[config.mk]
export PLATFORM = sky130hd
export DESIGN_NAME = symbol_issue_ctrl
export DESIGN_NICKNAME = d
export VERILOG_FILES = /design/src/rtl/encoder_ctrl_pkg.sv /design/src/rtl/issue_fifo.sv /design/src/rtl/symbol_issue_ctrl.sv
export SDC_FILE = /design/constraint.sdc
export NUM_CORES = 1
export LEC_CHECK = 0
export CAP_MARGIN = 5
export CORE_MARGIN = 5
export CORE_UTILIZATION = 56
export DETAILED_ROUTE_END_ITERATION = 7
export GPL_ROUTABILITY_DRIVEN = 0
export PLACE_DENSITY = 0.79
export SYNTH_ARGS = -nofsm -noshare
export SYNTH_HDL_FRONTEND = slang
export SYNTH_SLANG_ARGS = --single-unit
[constraint.sdc]
create_clock -name clk -period 2.72 [get_ports clk]
set_clock_uncertainty 0.1 [all_clocks]
set_input_delay 0.544 -clock clk [delete_from_list [all_inputs] [get_ports clk]]
set_output_delay 0.544 -clock clk [all_outputs]
set_load 0.05 [all_outputs]
[src/rtl/encoder_ctrl_pkg.sv]
// Shared definitions for the arithmetic-encoder control blocks (symbol issue and stage-enable units).
package encoder_ctrl_pkg;

  typedef enum logic [1:0] {
    IDLE  = 2'd0,
    ISSUE = 2'd1,
    GAP   = 2'd2,
    DRAIN = 2'd3
  } ctrl_state_t;

  localparam int PIPE_STAGES_DEF = 3;

  // Counter width able to hold ISSUE_GAP-2, never narrower than one bit.
  function automatic int gap_cnt_width(input int gap);
    return (gap > 2) ? $clog2(gap) : 1;
  endfunction

endpackage

[src/rtl/issue_fifo.sv]
// Show-ahead synchronous FIFO buffering {last, symbol} words ahead of the issue FSM.
module issue_fifo #(
  parameter int WIDTH = 17,
  parameter int DEPTH = 4
) (
  input  logic                   clk,
  input  logic                   reset,
  input  logic                   push,
  input  logic [WIDTH-1:0]       push_data,
  input  logic                   pop,
  output logic [WIDTH-1:0]       pop_data,
  output logic [$clog2(DEPTH):0] count,
  output logic                   full,
  output logic                   empty
);

  localparam int AW = $clog2(DEPTH);
  localparam int CW = AW + 1;

  logic [WIDTH-1:0] mem [DEPTH];
  logic [AW-1:0]    wr_ptr;
  logic [AW-1:0]    rd_ptr;
  logic             do_push;
  logic             do_pop;

  assign full     = (count == CW'(DEPTH));
  assign empty    = (count == '0);
  assign do_push  = push && !full;
  assign do_pop   = pop && !empty;
  assign pop_data = mem[rd_ptr];

  always_ff @(posedge clk) begin
    if (do_push) mem[wr_ptr] <= push_data;
  end

  // Depth is a power of two, so the pointers wrap naturally.
  always_ff @(posedge clk or posedge reset) begin
    if (reset) begin
      wr_ptr <= '0;
      rd_ptr <= '0;
      count  <= '0;
    end else begin
      if (do_push) wr_ptr <= wr_ptr + 1'b1;
      if (do_pop)  rd_ptr <= rd_ptr + 1'b1;
      count <= count + CW'(do_push) - CW'(do_pop);
    end
  end

endmodule

[src/rtl/symbol_issue_ctrl.sv]
// Paces symbols into the 3-stage encoder pipeline and tracks tokens until drain completes.
// Optional macro ISSUE_PERF_CNT_EN adds issued_count/starve_count performance counters.
module symbol_issue_ctrl
  import encoder_ctrl_pkg::*;
#(
  parameter int SYMBOL_W    = 16,
  parameter int FIFO_DEPTH  = 4,
  parameter int ISSUE_GAP   = 2,
  parameter int PIPE_STAGES = PIPE_STAGES_DEF
) (
  input  logic                clk,
  input  logic                reset,
  input  logic                in_valid,
  input  logic [SYMBOL_W-1:0] in_data,
  input  logic                in_last,
  output logic                in_ready,
  output logic                issue_valid,
  output logic [SYMBOL_W-1:0] issue_data,
  output logic                issue_first,
  output logic                issue_last,
  output logic                out_valid,
  output logic                out_last,
  output logic                flush_done,
  output logic                busy
`ifdef ISSUE_PERF_CNT_EN
  ,
  output logic [31:0]         issued_count,
  output logic [31:0]         starve_count
`endif
);

  localparam int CW = $clog2(FIFO_DEPTH) + 1;
  localparam int GW = gap_cnt_width(ISSUE_GAP);
  localparam logic [GW-1:0] GAP_LOAD = GW'((ISSUE_GAP > 1) ? ISSUE_GAP - 2 : 0);

  ctrl_state_t            state;
  logic [CW-1:0]          fifo_count;
  logic                   fifo_full;
  logic                   fifo_empty;
  logic [SYMBOL_W:0]      head_data;
  logic                   pop;
  logic                   post_gap;
  logic [GW-1:0]          gap_cnt;
  logic                   first_flag;
  logic                   last_pending;
  logic [PIPE_STAGES-1:0] trk_valid;
  logic [PIPE_STAGES-1:0] trk_last;
  logic [PIPE_STAGES-1:0] nxt_valid;
  logic [PIPE_STAGES-1:0] nxt_last;

  issue_fifo #(
    .WIDTH (SYMBOL_W + 1),
    .DEPTH (FIFO_DEPTH)
  ) u_fifo (
    .clk       (clk),
    .reset     (reset),
    .push      (in_valid && in_ready),
    .push_data ({in_last, in_data}),
    .pop       (pop),
    .pop_data  (head_data),
    .count     (fifo_count),
    .full      (fifo_full),
    .empty     (fifo_empty)
  );

  assign in_ready  = !fifo_full;
  assign out_valid = trk_valid[PIPE_STAGES-1];
  assign out_last  = trk_last[PIPE_STAGES-1];
  assign busy      = (state != IDLE) || (fifo_count != '0) || (trk_valid != '0);

  // A symbol following a last one stays queued until the drain finishes.
  always_comb begin
    post_gap  = ((state == GAP) && (gap_cnt == '0)) || ((state == ISSUE) && (ISSUE_GAP == 1));
    pop       = !fifo_empty && ((state == IDLE) || (post_gap && !last_pending));
    nxt_valid = PIPE_STAGES'({trk_valid, issue_valid});
    nxt_last  = PIPE_STAGES'({trk_last, issue_valid && issue_last});
  end

  always_ff @(posedge clk or posedge reset) begin
    if (reset) begin
      trk_valid <= '0;
      trk_last  <= '0;
    end else begin
      trk_valid <= nxt_valid;
      trk_last  <= nxt_last;
    end
  end

  // Drain completes when the tracker is about to become empty, so flush_done
  // lands in the cycle right after the last token leaves the pipeline.
  always_ff @(posedge clk or posedge reset) begin
    if (reset) begin
      state        <= IDLE;
      issue_valid  <= 1'b0;
      issue_data   <= '0;
      issue_first  <= 1'b0;
      issue_last   <= 1'b0;
      flush_done   <= 1'b0;
      first_flag   <= 1'b1;
      last_pending <= 1'b0;
      gap_cnt      <= '0;
    end else begin
      issue_valid <= 1'b0;
      issue_first <= 1'b0;
      issue_last  <= 1'b0;
      flush_done  <= 1'b0;
      if (pop) begin
        state        <= ISSUE;
        issue_valid  <= 1'b1;
        issue_data   <= head_data[SYMBOL_W-1:0];
        issue_last   <= head_data[SYMBOL_W];
        issue_first  <= first_flag;
        first_flag   <= 1'b0;
        last_pending <= head_data[SYMBOL_W];
      end else begin
        case (state)
          IDLE: state <= IDLE;
          ISSUE: begin
            if (ISSUE_GAP > 1) begin
              state   <= GAP;
              gap_cnt <= GAP_LOAD;
            end else begin
              state <= last_pending ? DRAIN : IDLE;
            end
          end
          GAP: begin
            if (gap_cnt == '0) state <= last_pending ? DRAIN : IDLE;
            else gap_cnt <= gap_cnt - 1'b1;
          end
          DRAIN: begin
            if (nxt_valid == '0) begin
              flush_done   <= 1'b1;
              first_flag   <= 1'b1;
              last_pending <= 1'b0;
              state        <= IDLE;
            end
          end
          default: state <= IDLE;
        endcase
      end
    end
  end

`ifdef ISSUE_PERF_CNT_EN
  always_ff @(posedge clk or posedge reset) begin
    if (reset) begin
      issued_count <= '0;
      starve_count <= '0;
    end else begin
      if (issue_valid && (issued_count != '1)) issued_count <= issued_count + 1'b1;
      if ((state == IDLE) && !busy && (starve_count != '1)) starve_count <= starve_count + 1'b1;
    end
  end
`endif

endmodule

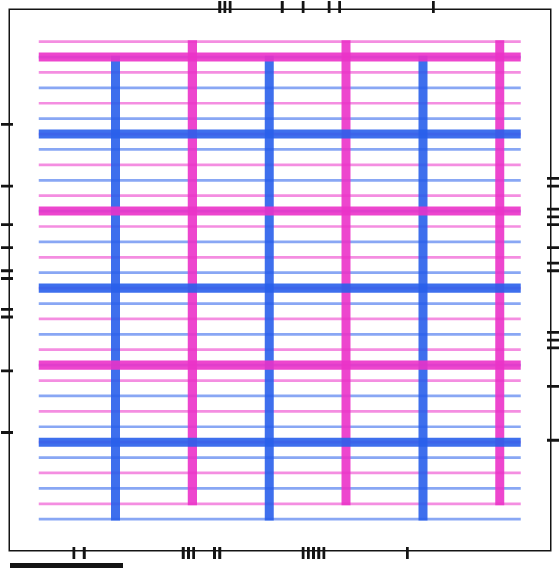
Fig. 1. Power grid (run 1).
Scale bar: 20 um. Pins as bars on the die edge.
Magenta is VDD. Blue is VSS.
44 signal pins sit on the boundary. 6 straps on met4. 6 straps on met5.
die height: 95.3 um
CORE AREA: 7180 um^2
DIE WIDTH: 95.3 um
VDD IR max: 0.000581 V

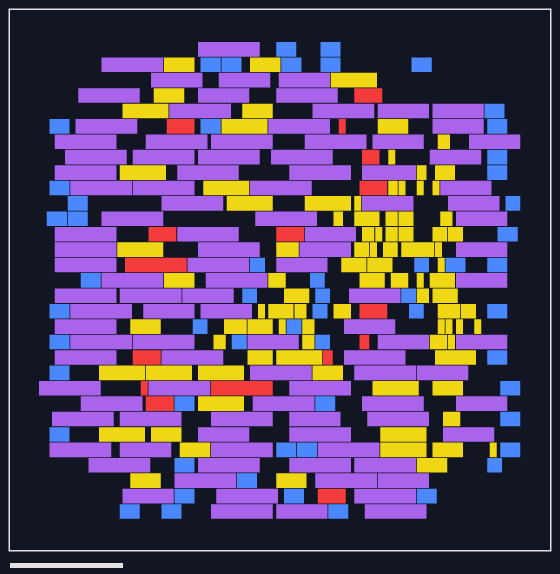
Fig. 2. Cells coloured by class (run 1).
Scale bar: 20 um.
Purple is flops, cells 105, share of their area 62%. Yellow is combinational and other logic, cells 91, share of their area 22%. Red is clock drivers and dummy loads, cells 16, share of their area 4.4%. Blue is other buffers and delay cells, cells 56, share of their area 11%.
final instance area: 4880 um^2
FP Rows: 31
fin util: 68.1%
Seq area share: 60.8%

==> changes_impl.md, run 1 <==
### Changed

* Dpl cell area at approximately 4700 um^2
* Ranking of synthesized cells by area: edfxtp_1 (50%), dfrtp_1 (22%), mux4_2 (9.4%)
* Tool warnings at 32
* Pint at 0.00395 W
* Synth Instances at between 200 and 250
* TNS Setup at 0 ns
* Post-CTS Resized at 0
* Async SR Flop Fraction at roughly a third
* Status: complete, no violations
* Synth area leader: edfxtp_1
* Worst hold path depth at 0
* Simple-Gate Area Share at 2.64%
* Clk sinks at 105
* Post-synth top area share at between 50% and 60%
* Reg2reg setup slack at 0.23 ns
* Synth warn at 0
* Hold_buf cts at 0
* CP required at around 2.1 ns
* Switch share at between 30% and 40%
* WP data arrival at approximately 1.9 ns
* RSZ-0062 raised after global routing: no
* Port bufs at between 40 and 50
* Clock Tree Root: clkbuf_8
* Fin. max-slew vios at 0
* Worst r2r src: state[0]$_DFFE_PP0P_
* Total grt overflow at 0
* Number of enable flip-flop cells at 68
* Flop pwr share at between 40% and 50%
* CTS buffer count at 9
* Yosys stat area at 4080 um^2
* TritonCTS clock tree: done
* Main flop type: edfxtp_1
* Initial DRC count at about 170
* Tmin final at around 2.6 ns
* Final hold violation count at 0
* Clock tree buffer depth at 2
* Number of global-route vias before repair at approximately 2.1k
* Crit end category: primary output
* Count leader, synth: edfxtp_1
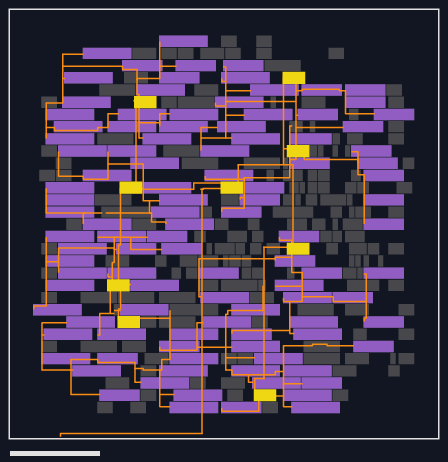
Fig. 3. Clock network drawn from the DEF (run 1).
Scale bar: 20 um.
Yellow is clock drivers, count 9. Orange is clock wires, length 1100 um. Purple is flip-flops, count 105.
There are 10 routed clock nets. Position of the flops: widely spread.
Clock Power Share: 16.5%
Clk. pwr: 0.00101 W
later-pin clock latency in the skew report: 0.35 ns

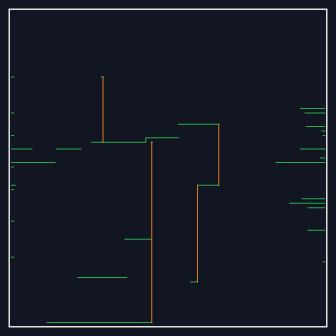
Fig. 4. Signal wires by layer (run 1).
Two of the layers only.
Orange is metal 4, wire length 122 um. Green is metal 3, wire length 207 um.
total number of vias: 1939
Routed WL: 6.64 mm
post-DR wirelength/cell: 18.1 um

[run 1: worst max-delay path: stages (launching register included)]
cell	delay, ns
dfrtp_1	0.44
or3_4	0.44
or4_1	0.49
buf_4	0.21
[run 1: worst max path at each step]
stage / start / end / cells after the start
finish: u_fifo.count[1]$_DFF_PP0_ / busy / 3
global route: state[0]$_DFFE_PP0P_ / u_fifo.count[2]$_DFF_PP0_ / 12
CTS: u_fifo.count[1]$_DFF_PP0_ / busy / 3
detailed placement: state[0]$_DFFE_PP0P_ / u_fifo.count[2]$_DFF_PP0_ / 12
global placement: state[0]$_DFFE_PP0P_ / u_fifo.count[2]$_DFF_PP0_ / 12
floorplan: state[0]$_DFFE_PP0P_ / u_fifo.count[2]$_DFF_PP0_ / 13
[run 1: layout make-up]
cell class,instances,area [um^2]
timing repair buffer,56,526
inverter,13,51.3
tap,99,124
clock inverter,6,82.6
clock buffer,10,128
sequential,105,2970
fill,475,2290
multi-input combinational,78,1000
[run 1: through the flow]
step	hold WS, ns	instances
floorplan	0.231	202
global placement	0.236	351
detailed placement	0.238	351
CTS	0.263	367
global route	0.288	367
finish	0.264	367
[run 1: cell usage in the layout, fill, tap and decap left out]
cell             synthesis  routed
clkbuf_1                 0       1
ha_1                    10      10
nand2_1                  3       3
o211ai_1                 4       4
clkdlybuf4s50_1          0      42
inv_1                   12      12
clkinv_2                 0       2
mux4_2                  17      17
o21ai_4                  1       1
dfrtp_1                 36      36
clkinv_4                 0       1
fa_1                     1       1
buf_4                    0      14
o31ai_1                  1       1
nand2b_1                 1       1
a21oi_1                  2       2
a21boi_1                 1       1
xnor2_1                  5       5
dfstp_2                  1       1
or3_4                    1       1
or2_2                    1       1
and2_1                   6       6
mux2_4                  15      15
nor2_1                   3       3
inv_4                    1       1
or4b_2                   1       1
edfxtp_1                68      68
bufinv_16                0       2
o21ai_1                  1       1
clkinv_1                 0       1
mux2_2                   2       2
nor2b_1                  1       1
clkbuf_8                 0       9
or4_1                    1       1
[run 1: routing by layer]
metal / GRT usage [%] / up-vias / wire length [um]
met2: 26.6 / 38 / 3370
met5: 0 / - / 0
li1: - / 882 / -
met1: 22.9 / 1011 / 2940
met3: 2.76 / 8 / 206
met4: 9.01 / 0 / 121
[run 1: logic make-up (layout without fill, tap and decap cells)]
logic type      after synthesis  after routing
compound gates               10             10
xor+xnor                      5              5
mux                          34             34
flops                       105            105
buf+inv                      19             85
simple gates                 18             18
fa+ha+maj                    11             11
[run 1: power groups by stage]
stage	Combinational, W	Sequential (W)	Clock [W]
finish	0.00265	0.00243	0.00101
global route	0.00285	0.00249	0.00111
CTS	0.00270	0.00244	0.00103
detailed placement	0.00269	0.00247	0
global placement	0.00262	0.00245	0
floorplan	0.00152	0.00292	0
[run 1: state kept, by name, summed over array words and instances, names as in the netlist]
signal,cells
u_fifo.rd_ptr,2
u_fifo.count,3
last_pending,1
state,2
u_fifo.wr_ptr,2
u_fifo.mem,68
flush_done,1
first_flag,1
issue_data,16
issue_last,1
issue_valid,1
issue_first,1
trk_last,3
trk_valid,3
==> run 1 -> run 2 <==
--- a/config.mk
+++ b/config.mk
@@ -10,6 +10,8 @@
 export CORE_UTILIZATION = 56
 export DETAILED_ROUTE_END_ITERATION = 7
 export GPL_ROUTABILITY_DRIVEN = 0
+export HOLD_SLACK_MARGIN = 0.08
+export MAX_ROUTING_LAYER = met4
 export PLACE_DENSITY = 0.79
 export SYNTH_ARGS = -nofsm -noshare
 export SYNTH_HDL_FRONTEND = slang
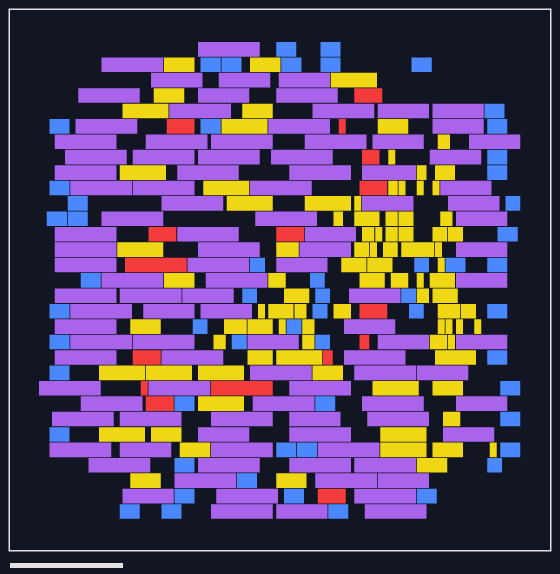
Fig. 5. Cells coloured by class (run 2).
Scale bar: 20 um.
Yellow is combinational and other logic, cells 91, share of their area 22%. Purple is flops, cells 105, share of their area 62%. Red is clock drivers and dummy loads, cells 16, share of their area 4.4%. Blue is other buffers and delay cells, cells 56, share of their area 11%.

==> run 2 against run 1 <==
Power about the same. Worst hold slack hardly changed. Largest cell class unchanged. Synthesized cell count unchanged. Non-clock buffer count stayed put. Critical path depth is the same. Maximum frequency about the same. Count of clock-buffer cells in the layout unchanged. Core utilization unchanged. Via count is essentially flat. Register-to-register slack about the same. Die size stayed put. Sequential share of layout area stayed put. Critical endpoint unchanged.
==> changes_impl.md, run 2 <==
### Changed

* Status: complete, no violations
* DIE WIDTH at 95.3 um (unchanged)
* Ranking of synthesized cells by area: edfxtp_1 (50%), dfrtp_1 (22%), mux4_2 (9.4%)
* Biggest register: u_fifo.mem
* Clk sinks at 105 (unchanged)
* Min Hold Slack at 0.264 ns (-0.000105 ns)
* Fin. max-slew vios at 0 (unchanged)
* Port bufs at 43 (unchanged)
* Initial DRC count at 158 (-6.5%)
* Non-filler cells, final at 367 (unchanged)
* Final instance area at 4880 um^2 (unchanged)
* TNS Setup at 0 ns (unchanged)
* VDD IR max at 0.000581 V (about the same)
* Max stage delay on crit path at 0.49 ns (about the same)
* RSZ-0062 raised after global routing: no
* Final hold violation count at 0 (unchanged)
* Hold_buf cts at 0 (unchanged)
* CTS buffer count at 9 (unchanged)
* Number of global-route vias before repair at 2115 (-0.38%)
* Synth warn at 0 (unchanged)
* Largest delay contributor family on the critical path: simple AND/OR/NAND/NOR gates
* Largest regs: u_fifo.mem x68, issue_data x16
* Tool warnings at 32 (unchanged)
* Worst path bufs/invs at 1 (unchanged)
* Most frequent cells in the layout: edfxtp_1 (68), clkdlybuf4s50_1 (42), dfrtp_1 (36)
* Flop area at 2970 um^2 (unchanged)
* Dpl cell area at 4670 um^2 (unchanged)
* WP data arrival at 1.94 ns (about the same)
* Number of enable flip-flop cells at 68 (unchanged)
* Later-pin clock latency in the skew report at 0.35 ns (about the same)
* Post-CTS Resized at 0 (unchanged)
* Crit-path cells: or3_4, or4_1, buf_4
* Post-DR wirelength/cell at 18.1 um (about the same)
* Placed cell count at 351 (unchanged)
* Netlist Area Pre-Place at 4080 um^2
* Async SR Flop Fraction at 35.2% (unchanged)
* Max reg flops at 68 (unchanged)
* Clock Tree Root: clkbuf_8
* Count leader, synth: edfxtp_1
* Synth area leader: edfxtp_1
* Post-synth top area share at 50.1% (unchanged)
* Multi-input logic area at 1000 um^2 (unchanged)
* Tmin final at 2.58 ns (-0.000100 ns)
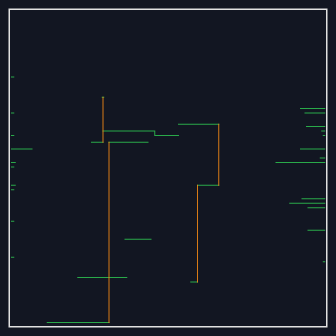
Fig. 6. Signal wires by layer (run 2).
Two of the layers only.
Green is metal 3, wire length 186 um. Orange is metal 4, wire length 116 um.
Routed WL: 6.63 mm
total track usage: 17.5%
total number of vias: 1938

-- run 2: layer usage --
layer	vias to the layer above	part of all wire (%)	track usage (%)	wire, um
met2	36	51	26.6	3370
met5	-	0	-	0
met1	1012	45	23.1	2960
li1	881	-	-	-
met3	9	2.8	2.68	185
met4	0	1.7	9.01	115
-- run 2: cells by family after synthesis --
| logic type | count (synthesis) | share of synthesized area, % |
|---|---|---|
| flops | 105 | 72.8 |
| mux | 34 | 15.5 |
| buf+inv | 19 | 2.61 |
| simple gates | 18 | 2.64 |
| fa+ha+maj | 11 | 3.56 |
| compound gates | 10 | 1.87 |
| xor+xnor | 5 | 1.07 |
-- run 2: area by class of cell --
cell class                 count  share of cell area [%]
clock inverter                 6                    1.69
multi-input combinational     78                    20.5
timing repair buffer          56                    10.8
inverter                      13                    1.05
clock buffer                  10                    2.61
tap                           99                    2.54
sequential                   105                    60.8
-- run 2: path summary, 6_finish.rpt --
path                       slack [ns]  cells after the start                         end                       from
max                              0.14                      3                        busy  u_fifo.count[1]$_DFF_PP0_
min                              0.26                      0       trk_last[2]$_DFF_PP0_      trk_last[1]$_DFF_PP0_
max reg2reg                      0.23                     12   u_fifo.count[2]$_DFF_PP0_       state[0]$_DFFE_PP0P_
min reg2reg                      0.26                      0       trk_last[2]$_DFF_PP0_      trk_last[1]$_DFF_PP0_
max in group asynchronous        1.66                      3      first_flag$_DFFE_PP1P_                      reset
min in group asynchronous        0.50                      3  issue_data[14]$_DFFE_PP0N_                      reset
-- run 2: stage by stage --
stage / util (%) / worst slack [ns]
after floorplan: - / 0.238
after global routing: 68.1 / 0.0387
after CTS: 68.1 / 0.105
after global placement: 65.1 / 0.339
after detailed placement: 65.1 / 0.214
final: 68.1 / 0.138
-- run 2: worst reg2reg max path: stages (launching register included) --
cell and delay [ns]:
dfrtp_1 0.39, inv_1 0.08, ha_1 0.21, nor2b_1 0.17, o21ai_4 0.21, inv_4 0.04, ha_1 0.27, inv_1 0.06
ha_1 0.13, inv_1 0.05, fa_1 0.37, xnor2_1 0.19, xnor2_1 0.15
-- run 2: power by group --
| group | total (W) | leakage (nW) | switching [W] | internal [W] |
|---|---|---|---|---|
| Sequential | 0.00243 | 1.07 | 0.000230 | 0.00220 |
| Combinational | 0.00265 | 0.682 | 0.00141 | 0.00123 |
| Clock | 0.00101 | 0.108 | 0.000491 | 0.000514 |
==> run 2 -> run 3 <==
--- a/config.mk
+++ b/config.mk
@@ -5,6 +5,7 @@
 export SDC_FILE = /design/constraint.sdc
 export NUM_CORES = 1
 export LEC_CHECK = 0
+export ABC_CLOCK_PERIOD_IN_PS = 2720
 export CAP_MARGIN = 5
 export CORE_MARGIN = 5
 export CORE_UTILIZATION = 56
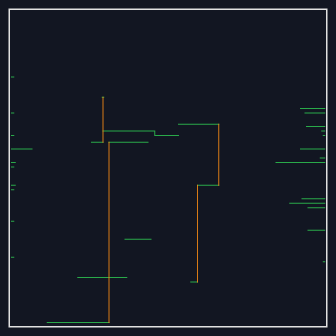
Fig. 7. Signal wires by layer (run 3).
Two of the layers only.
Green is metal 3, wire length 186 um. Orange is metal 4, wire length 116 um.
post-DR wirelength/cell: 18.1 um

==> run 3 against run 2 <==
Synthesized cell count stayed put. Largest cell class unchanged. Final area stayed put. Die size stayed put. Flip-flop count stayed put.
==> changes_impl.md, run 3 <==
### Changed

* Hold Crit Start: trk_last[1]$_DFF_PP0_
* Reg2reg end: u_fifo.count[2]$_DFF_PP0_
* Gate power share at 43.5% (about the same)
* Non-filler cells, final at 367 (unchanged)
* Tmin final at 2.58 ns (unchanged)
* WP data arrival at 1.94 ns (about the same)
* Worst r2r src: state[0]$_DFFE_PP0P_
* Final hold violation count at 0 (unchanged)
* RSZ-0062 raised after global routing: no
* Routed WL at 6.63 mm (unchanged)
* Pint at 0.00395 W (unchanged)
* Post-synth top area share at 50.1% (unchanged)
* Hold_buf cts at 0 (unchanged)
* Worst Reg2Reg Path Length in Cells at 12 (unchanged)
* Worst setup path start: u_fifo.count[1]$_DFF_PP0_
* Crit-path cells: or3_4, or4_1, buf_4
* Clk sinks at 105 (unchanged)
* Max stage delay on crit path at 0.49 ns (about the same)
* Netlist Area Pre-Place at 4080 um^2 (unchanged)
* Most frequent cells in the layout: edfxtp_1 (68), clkdlybuf4s50_1 (42), dfrtp_1 (36)
* Total number of vias at 1938 (unchanged)
* TNS Setup at 0 ns (unchanged)
* Worst hold path depth at 0 (unchanged)
* Synth area leader: edfxtp_1
* Max reg flops at 68 (unchanged)
* Clock Power Share at 16.5% (about the same)
* Clock Tree Root: clkbuf_8
* Number of global-route vias before repair at 2115 (unchanged)
* Fin. max-slew vios at 0 (unchanged)
* Status: complete, no violations
* Later-pin clock latency in the skew report at 0.35 ns (about the same)
* Net Sw Power at 0.00213 W (unchanged)
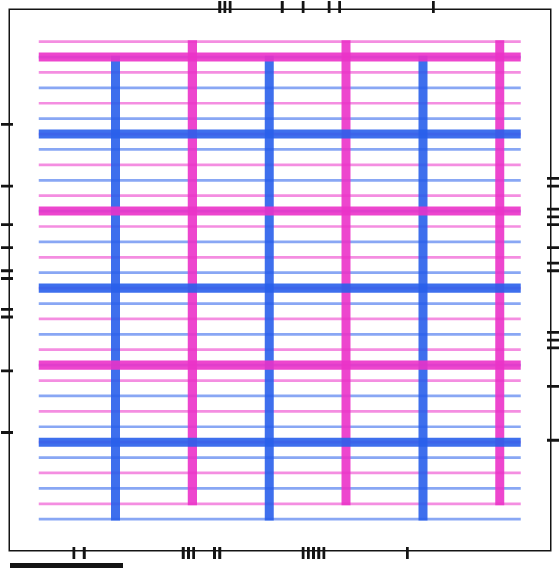
Fig. 8. Power grid (run 3).
Scale bar: 20 um. Pins as bars on the die edge.
Magenta is VDD. Blue is VSS.
The core has 31 rows. 6 straps on met5.
VDD IR max: 0.000581 V

## run 3: per-stage QoR
| stage | total power, W | hold WS, ns | util [%] | setup slack [ns] | area (um^2) |
|---|---|---|---|---|---|
| 2_1_floorplan | 0.00444 | 0.231 | - | 0.238 | 4080 |
| 3_3_place_gp | 0.00507 | 0.236 | 65.1 | 0.339 | 4670 |
| 3_5_place_dp | 0.00516 | 0.238 | 65.1 | 0.214 | 4670 |
| 4_1_cts | 0.00617 | 0.263 | 68.1 | 0.105 | 4880 |
| 5_1_grt | 0.00645 | 0.288 | 68.1 | 0.0387 | 4880 |
| 6_report | 0.00608 | 0.264 | 68.1 | 0.138 | 4880 |
## run 3: final cells by class
cell class	count	area (um^2)
Clock buffer	10	128
Clock inverter	6	82.6
Fill cell	475	2290
Inverter	13	51.3
Multi-Input combinational cell	78	1000
Sequential cell	105	2970
Tap cell	99	124
Timing Repair Buffer	56	526
## run 3: power by group through the flow
stage	sequential [W]	clock [W]	combinational [W]
after floorplan	0.00292	0	0.00152
after global placement	0.00245	0	0.00262
after detailed placement	0.00247	0	0.00269
after CTS	0.00244	0.00103	0.00270
after global routing	0.00249	0.00111	0.00285
final	0.00243	0.00101	0.00265
## run 3: metal layers
layer,global-route usage [%],vias to the layer above,routed length [um]
li1,-,881,-
met1,23.1,1012,2960
met2,26.6,36,3370
met3,2.68,9,185
met4,9.01,0,115
met5,-,-,0
## run 3: critical path: cells and delay by family, from the launching register on
| kind | cells | cell delay (ns) |
|---|---|---|
| buffers and inverters | 1 | 0.21 |
| flip-flops | 1 | 0.44 |
| AND/OR/NAND/NOR | 2 | 0.93 |
## run 3: cell families after synthesis
logic type | after synthesis | share of synthesized area, %
compound gates | 10 | 1.87
buf+inv | 19 | 2.61
xor+xnor | 5 | 1.07
fa+ha+maj | 11 | 3.56
flops | 105 | 72.8
mux | 34 | 15.5
simple gates | 18 | 2.64
## run 3: worst max-delay path by stage
stage / endpoint / slack, ns / depth (start not counted)
floorplan: u_fifo.count[2]$_DFF_PP0_ / 0.24 / 13
global route: u_fifo.count[2]$_DFF_PP0_ / 0.04 / 12
finish: busy / 0.14 / 3
CTS: busy / 0.11 / 3
global placement: u_fifo.count[2]$_DFF_PP0_ / 0.34 / 12
detailed placement: u_fifo.count[2]$_DFF_PP0_ / 0.21 / 12
Power and IR drop assume default switching activity.
